## src/rtl/plexers_pkg.sv

```systemverilog
// Shared definitions for the plexers library: channel indices and the
// holding-register occupancy state used by the demultiplexer channels.
package plexers_pkg;

    localparam logic CH_0 = 1'b0;
    localparam logic CH_1 = 1'b1;

    typedef enum logic {
        EMPTY = 1'b0,
        FULL  = 1'b1
    } chan_state_t;

endpackage

```

## src/rtl/demux_channel_reg.sv

```systemverilog
// One output channel of the demultiplexer: a one-entry holding register with
// its occupancy flag and a wrapping counter of beats delivered downstream.
module demux_channel_reg #(
    parameter int nrOfBits = 1,
    parameter int cntBits  = 8
) (
    input  logic                clock,
    input  logic                reset,
    input  logic                load,
    input  logic [nrOfBits-1:0] load_data,
    input  logic                take,
    output logic                full,
    output logic [nrOfBits-1:0] data,
    output logic [cntBits-1:0]  count
);
    import plexers_pkg::*;

    chan_state_t         state;
    chan_state_t         state_next;
    logic [nrOfBits-1:0] data_reg;
    logic [cntBits-1:0]  count_reg;
    logic                drain;

    assign drain = (state == FULL) && take;

    // A load in the same cycle as a drain keeps the entry full (pass-through).
    always_comb begin
        state_next = state;
        if (load) begin
            state_next = FULL;
        end else if (drain) begin
            state_next = EMPTY;
        end
    end

    always_ff @(posedge clock) begin
        if (reset) begin
            state     <= EMPTY;
            data_reg  <= '0;
            count_reg <= '0;
        end else begin
            state <= state_next;
            if (load) begin
                data_reg <= load_data;
            end
            if (drain) begin
                count_reg <= count_reg + cntBits'(1);
            end
        end
    end

    assign full  = (state == FULL);
    assign data  = full ? data_reg : '0;
    assign count = count_reg;

endmodule

```

## src/rtl/stream_demux_bus_2.sv

```systemverilog
// Registered 1-to-2 stream demultiplexer: each input beat is steered by sel
// into one of two independently drained one-entry channel buffers.
module stream_demux_bus_2 #(
    parameter int nrOfBits = 1,
    parameter int cntBits  = 8
) (
    input  logic                clock,
    input  logic                reset,
    input  logic                enable,
    input  logic [nrOfBits-1:0] demuxIn,
    input  logic                sel,
    input  logic                inValid,
    output logic                inReady,
    output logic [nrOfBits-1:0] demuxOut_0,
    output logic                outValid_0,
    input  logic                outReady_0,
    output logic [nrOfBits-1:0] demuxOut_1,
    output logic                outValid_1,
    input  logic                outReady_1,
    output logic [cntBits-1:0]  count_0,
    output logic [cntBits-1:0]  count_1
);
    import plexers_pkg::*;

    logic sel_full;
    logic sel_take;
    logic accept;
    logic load_0;
    logic load_1;

    // Only the addressed channel gates acceptance; inValid never feeds inReady.
    assign sel_full = (sel == CH_1) ? outValid_1 : outValid_0;
    assign sel_take = (sel == CH_1) ? outReady_1 : outReady_0;
    assign inReady  = enable & (~sel_full | sel_take);
    assign accept   = inValid & inReady;
    assign load_0   = accept & (sel == CH_0);
    assign load_1   = accept & (sel == CH_1);

    demux_channel_reg #(
        .nrOfBits (nrOfBits),
        .cntBits  (cntBits)
    ) u_ch0 (
        .clock     (clock),
        .reset     (reset),
        .load      (load_0),
        .load_data (demuxIn),
        .take      (outReady_0),
        .full      (outValid_0),
        .data      (demuxOut_0),
        .count     (count_0)
    );

    demux_channel_reg #(
        .nrOfBits (nrOfBits),
        .cntBits  (cntBits)
    ) u_ch1 (
        .clock     (clock),
        .reset     (reset),
        .load      (load_1),
        .load_data (demuxIn),
        .take      (outReady_1),
        .full      (outValid_1),
        .data      (demuxOut_1),
        .count     (count_1)
    );

endmodule
```

## config.mk

```make
export PLATFORM = sky130hd
export DESIGN_NAME = stream_demux_bus_2
export DESIGN_NICKNAME = d
export VERILOG_FILES = /design/src/rtl/plexers_pkg.sv /design/src/rtl/demux_channel_reg.sv /design/src/rtl/stream_demux_bus_2.sv
export SDC_FILE = /design/constraint.sdc
export NUM_CORES = 1
export LEC_CHECK = 0
export CAP_MARGIN = 10
export CORE_MARGIN = 10
export CORE_UTILIZATION = 47
export DETAILED_ROUTE_END_ITERATION = 8
export MAX_ROUTING_LAYER = met4
export PLACE_DENSITY = 0.79
export SLEW_MARGIN = 40
export SYNTH_ARGS = -nofsm -noshare
export SYNTH_HDL_FRONTEND = slang
export SYNTH_SLANG_ARGS = --single-unit
```

## constraint.sdc

```tcl
create_clock -name clock -period 2.6 [get_ports clock]
set_input_delay 0.52 -clock clock [delete_from_list [all_inputs] [get_ports clock]]
set_output_delay 0.52 -clock clock [all_outputs]
set_load 0.01 [all_outputs]
```

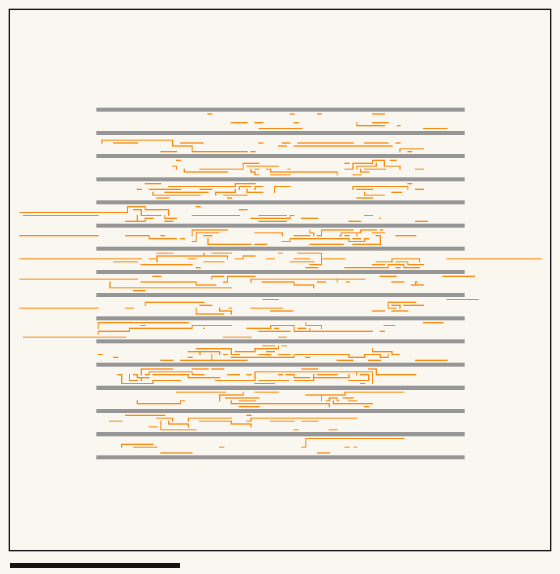
*The metal 1 layer, run 1*
Bar = 20 um. Supply wires on this layer in grey.
longest straight run: 14.3 um
nets with wire on the layer: 130
share of all routed wire: 45%

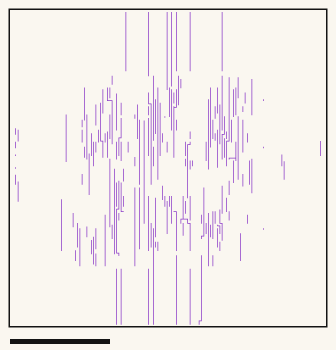
*Metal 2, run 1*
Bar = 20 um.
nets with wire on the layer: 125
main direction: vertical
longest straight run: 20.6 um
share of all routed wire: 50%
wire length on this layer: 986 um

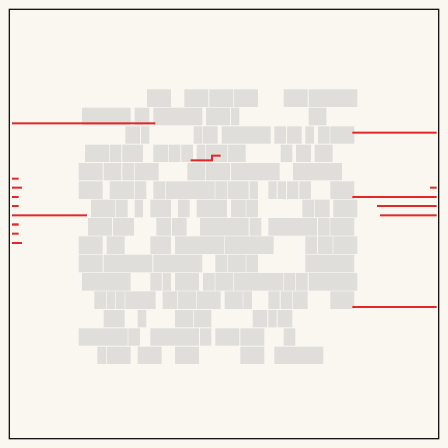
*Met3 routing, run 1*
Cells faint in the background.
nets with wire on the layer: 16
wire length on this layer: 96.1 um

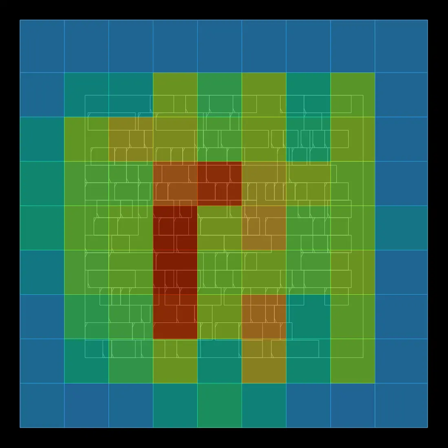
*Routing congestion map, run 1*
M1 GR Usage: 0.1114
routed len/inst: 12.54 um
GRT met3 Usage: 0.03180

==> qor.yml, run 1 <==
power_density_nw_per_um2: 405.9
setup_ws_ps: 152.1
routed_wirelength_um: 1981
max_stage_delay_ps: 480
firstDrtPassIters: 4
cts_tree: "done"
powerClk_uw: 143
fp.dieArea_um2: 4018
p_leak_uw: 0.0003884
path_class: "input port to primary output"
xor_area_frac: 0.03960
grt_antenna_before_repair: 0
relSlewSlack: 0.5099
dp_hpwl_um: 1547
postCtsSetupBuffers: 0
fp_util: 0.5014
ys_sh_simple: 0.2843
layout.nets: 145
syn_nets: 113
crit_slowest_cell: "clkdlybuf4s50_1"
worst_slew_pin_slew_ps: 732.9
place_congestion: 0.7030
setup_violations: 0
rsz0062_at_grt: "no"
pwr-share-comb: 0.076
die.size.y_um: 63.39
root_buffer: "clkbuf_4"
cpMostUsedCell: "clkdlybuf4s50_1"
timing.final.crit_share: 0.9415
endpoint_kind: "primary output"
skew_ps: 8.221
port_buffers: 28
remaining_drc_errors: 0
switching_share: 0.2223
final_cell_mix: "28 x clkdlybuf4s50_1, 20 x dfxtp_1, 15 x a21oi_1"
synth-seq-cells: 20
drive_gt1_frac: 0.06767
outcome: "finished, final reports clean"
pre_cts_ws_ps: 163.9
cts_buffers: 3
ys_cells: 103
num_vias: 828
synthToLayoutAreaGrowth_pct: 37.62
drtAntennaViolNets: 0
viasPerCell: 5.241
grt_pass1_wl_um: 3298
die_w_um: 63.39
grt_pass1_vias: 759
min-delay-path-class: "register to register"
p_int_uw: 384.3
synthTopLogicFamily: "simple AND/OR/NAND/NOR gates"
yosys_warnings: 0
cts_hold_buf: 0
cts_sinks: 20
clk_path_buf_depth: 2
fmaxAchievable_ghz: 0.4085
comb-power_uw: 37.5
grt_max_degree: 21
crit_fanout: 5
syn_avg_cell_area_um2: 8.588
drv_slew: 0
power.group.top: "registers"
syn-cell-area_um2: 884.6
gr-total-overflow: 0
rows: 15
drt_iter0_markers: 13
critPathBufInv: 2
netlist_instances: 103
seq_cell_power_uw: 313
finalInstanceArea_um2: 1217
core_region_area_um2: 1764
hold_viol: 0
post-route-min-period_ps: 2448
grt_busiest_layer: "met2"
pwr-share-seq: 0.634
p_switching_uw: 109.8
aoi_share: 0.1726
ir_drop_mv: 0.2676
place_area_um2: 1195
lay_top_count: "clkdlybuf4s50_1"
grt_use_total: 0.1006
## run 1: through the flow
| stage | total power (uW) | utilization | instances |
|---|---|---|---|
| floorplan | 333.7 | - | 103 |
| global placement | 357.1 | 0.6773 | 155 |
| detailed placement | 357.8 | 0.6773 | 155 |
| CTS | 500.7 | 0.6901 | 158 |
| global route | 517.5 | 0.6901 | 158 |
| finish | 494.2 | 0.6901 | 158 |
## run 1: worst reg2reg max path, delay by kind of cell (launching register included)
family          cells  cell delay [ps]
flops               1              440
simple gates        2              770
compound gates      1              140
## run 1: final timing paths
check	cells past startpoint	startpoint	endpoint	slack, ps
max	5	outReady_1	inReady	150
min	2	u_ch1.count[7]$_SDFFE_PP0P_	u_ch1.count[7]$_SDFFE_PP0P_	490
max reg2reg	3	u_ch1.full$_SDFFE_PP0P_	u_ch1.count[7]$_SDFFE_PP0P_	1180
min reg2reg	2	u_ch1.count[7]$_SDFFE_PP0P_	u_ch1.count[7]$_SDFFE_PP0P_	490
## run 1: area by class of cell
type                       instances  area (um2)
clock buffer                       3       22.52
inverter                           3       11.26
tap                               25       31.28
multi-input combinational         78       464.2
fill                             146       546.8
sequential                        20       400.4
timing repair buffer              29       287.8
## run 1: cells in the mapped netlist, drive strengths merged
cell type,count,area (um2)
or4,3,22.52
or2b,1,8.760
or3,7,45.05
xnor2,1,8.760
nand2,8,30.03
a21oi,15,75.07
nand4,4,25.02
buf,1,5.000
o211a,1,10.01
ha,2,25.02
nor2b,3,18.77
xor2,3,26.28
inv,3,11.26
or3b,2,17.52
and2,2,12.51
clkbuf,1,3.750
nand3b,1,7.510
o21ai,9,45.04
nor2,5,18.77
dfxtp,20,400.4
nand3,8,45.04
o31ai,3,22.52
## run 1: routing by layer
layer	routed length (um)	up-vias
met5	0	-
met4	0	0
met3	96	0
met2	986	17
met1	899	375
li1	-	436
### Clock distribution, run 1

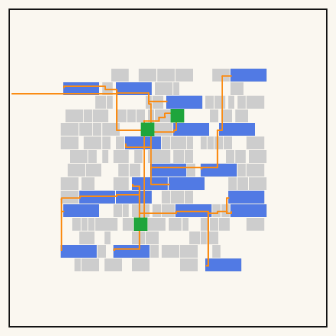

==> run 1 -> run 2 <==
- CORE_UTILIZATION: 47 -> 44
- PLACE_DENSITY: 0.79 -> 0.74
- clock period: 2.6 -> 2.7 ns (I/O delays scaled with it)
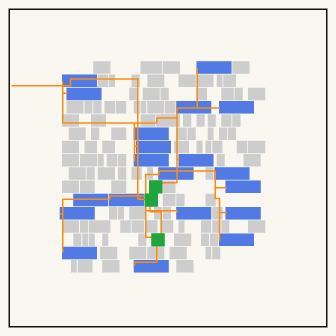
*Clock distribution, run 2*
legend:
  cells driving clock nets:
    colour: green
    count: 3
  clock wires:
    colour: orange
    length: 244 um
  flip-flops:
    colour: blue
    count: 20
routed clock nets: 4

==> run 2 against run 1 <==
Flip-flop count stayed put. Sequential share of layout area is 0.43 points lower. Clock power is 18% higher. Register-to-register slack better by 110 ps. First-iteration DRC count is 7.7% higher. Core utilization is 5.5 points lower. Die area is 4.6% higher. Synthesized area stayed put. Global-route usage is 0.55 points higher. Clock skew is 2.8 ps lower. Synthesized cell count stayed put.
==> qor.yml, run 2 <==
wire_per_inst_um: 12.60  # +0.51%
grt_max_degree: 21  # unchanged
clk_path_buf_depth: 2  # unchanged
die_w_um: 64.84  # +2.3%
synth-async-reset-ratio: 0  # unchanged
firstDrtPassIters: 4  # unchanged
synthToLayoutAreaGrowth_pct: 39.46
hold_viol: 0  # unchanged
cts_hold_buf: 0  # unchanged
netlist.area_leader.share: 0.4526  # unchanged
drv_slew: 0  # unchanged
relSlewSlack: 0.5197  # +0.009853
netlist_instances: 103  # unchanged
viasPerCell: 5.161  # -1.5%
fmaxAchievable_ghz: 0.4033
routed_wirelength_um: 2029  # +2.4%
yosys_warnings: 0  # unchanged
area_leaders: "dfxtp_1 45%, a21oi_1 8.5%, o21ai_0 5.1%, or3_1 4.2%, nand3_1 4.0%"
gr-total-overflow: 0  # unchanged
cts_sinks: 20  # unchanged
rsz0062_at_grt: "no"
pwr-share-comb: 0.071  # -0.005
pwr-share-seq: 0.595  # -0.039
pre_cts_ws_ps: 216.5  # +52.58 ps
p_int_uw: 400.2  # +4.1%
yosysTopAreaCell: "dfxtp_1"
min_to: "u_ch1.data_reg$_SDFFE_PP0P_"
crit_fanout: 2  # -3
drive_gt1_frac: 0.07463  # +0.006958
fillerInstances: 189  # +29%
cts_buffers: 3  # unchanged
ir_drop_mv: 0.3060  # +14%
top_cell: "dfxtp_1"
core_region_area_um2: 1942  # +10%
rows: 16  # +1
grt_pass1_wl_um: 3574  # +8.4%
outcome: "finished, final reports clean"
cts_tree: "done"
path_class: "input port to primary output"
drt_iter0_markers: 14  # +1
edf_count: 0  # unchanged
final-comb-area_um2: 464.2  # unchanged
die.size.y_um: 64.84  # +2.3%
-- run 2: cell count changes in the layout (fill, tap and decap cells not counted), sizes merged --
cell,delta
clkbuf,+1
-- run 2: metal layers --
metal,up-vias,global-route usage,part of all wire
met4,0,0.04813,0.012
met3,2,0.03265,0.048
met5,-,-,0
li1,436,-,-
met1,377,0.1087,0.44
met2,16,0.1823,0.50
-- run 2: cell families (layout without fill, tap and decap cells) --
family | count (synthesis) | in the layout | synth area share
XOR/XNOR | 4 | 4 | 0.03961
flip-flops | 20 | 20 | 0.4526
AND-OR/OR-AND | 28 | 28 | 0.1726
AND/OR/NAND/NOR | 44 | 44 | 0.2843
buffers and inverters | 5 | 36 | 0.02262
adder cells (fa/ha/maj) | 2 | 2 | 0.02828
-- run 2: per-stage QoR --
| step | hold WS [ps] | instance area [um2] | cells |
|---|---|---|---|
| 3_3_place_gp | 457.2 | 1197 | 157 |
| 3_5_place_dp | 465.7 | 1197 | 157 |
| 2_1_floorplan | 448.7 | 884.6 | 103 |
| 4_1_cts | 482.0 | 1234 | 161 |
| 6_report | 480.1 | 1234 | 161 |
| 5_1_grt | 508.4 | 1234 | 161 |
-- run 2: worst max-delay path, stage by stage --
cell and delay (ps):
clkdlybuf4s50_1 420, or2b_2 300, o211a_1 200, clkdlybuf4s50_1 470
-- run 2: power groups by stage --
stage | logic (uW) | registers (uW) | clock network [uW]
after floorplan | 12.7 | 309 | 0
after global placement | 35.8 | 308 | 0
after detailed placement | 36.1 | 308 | 0
after CTS | 36.3 | 302 | 174
after global routing | 39.4 | 302 | 187
final | 35.9 | 302 | 169
-- run 2: cell type report --
class                      count  share of cell area
multi-input combinational     78              0.3763
sequential                    20              0.3245
clock buffer                   4             0.02941
timing repair buffer          29              0.2333
inverter                       3            0.009128
tap                           27             0.02738
Power is estimated from default activity; no workload was simulated.
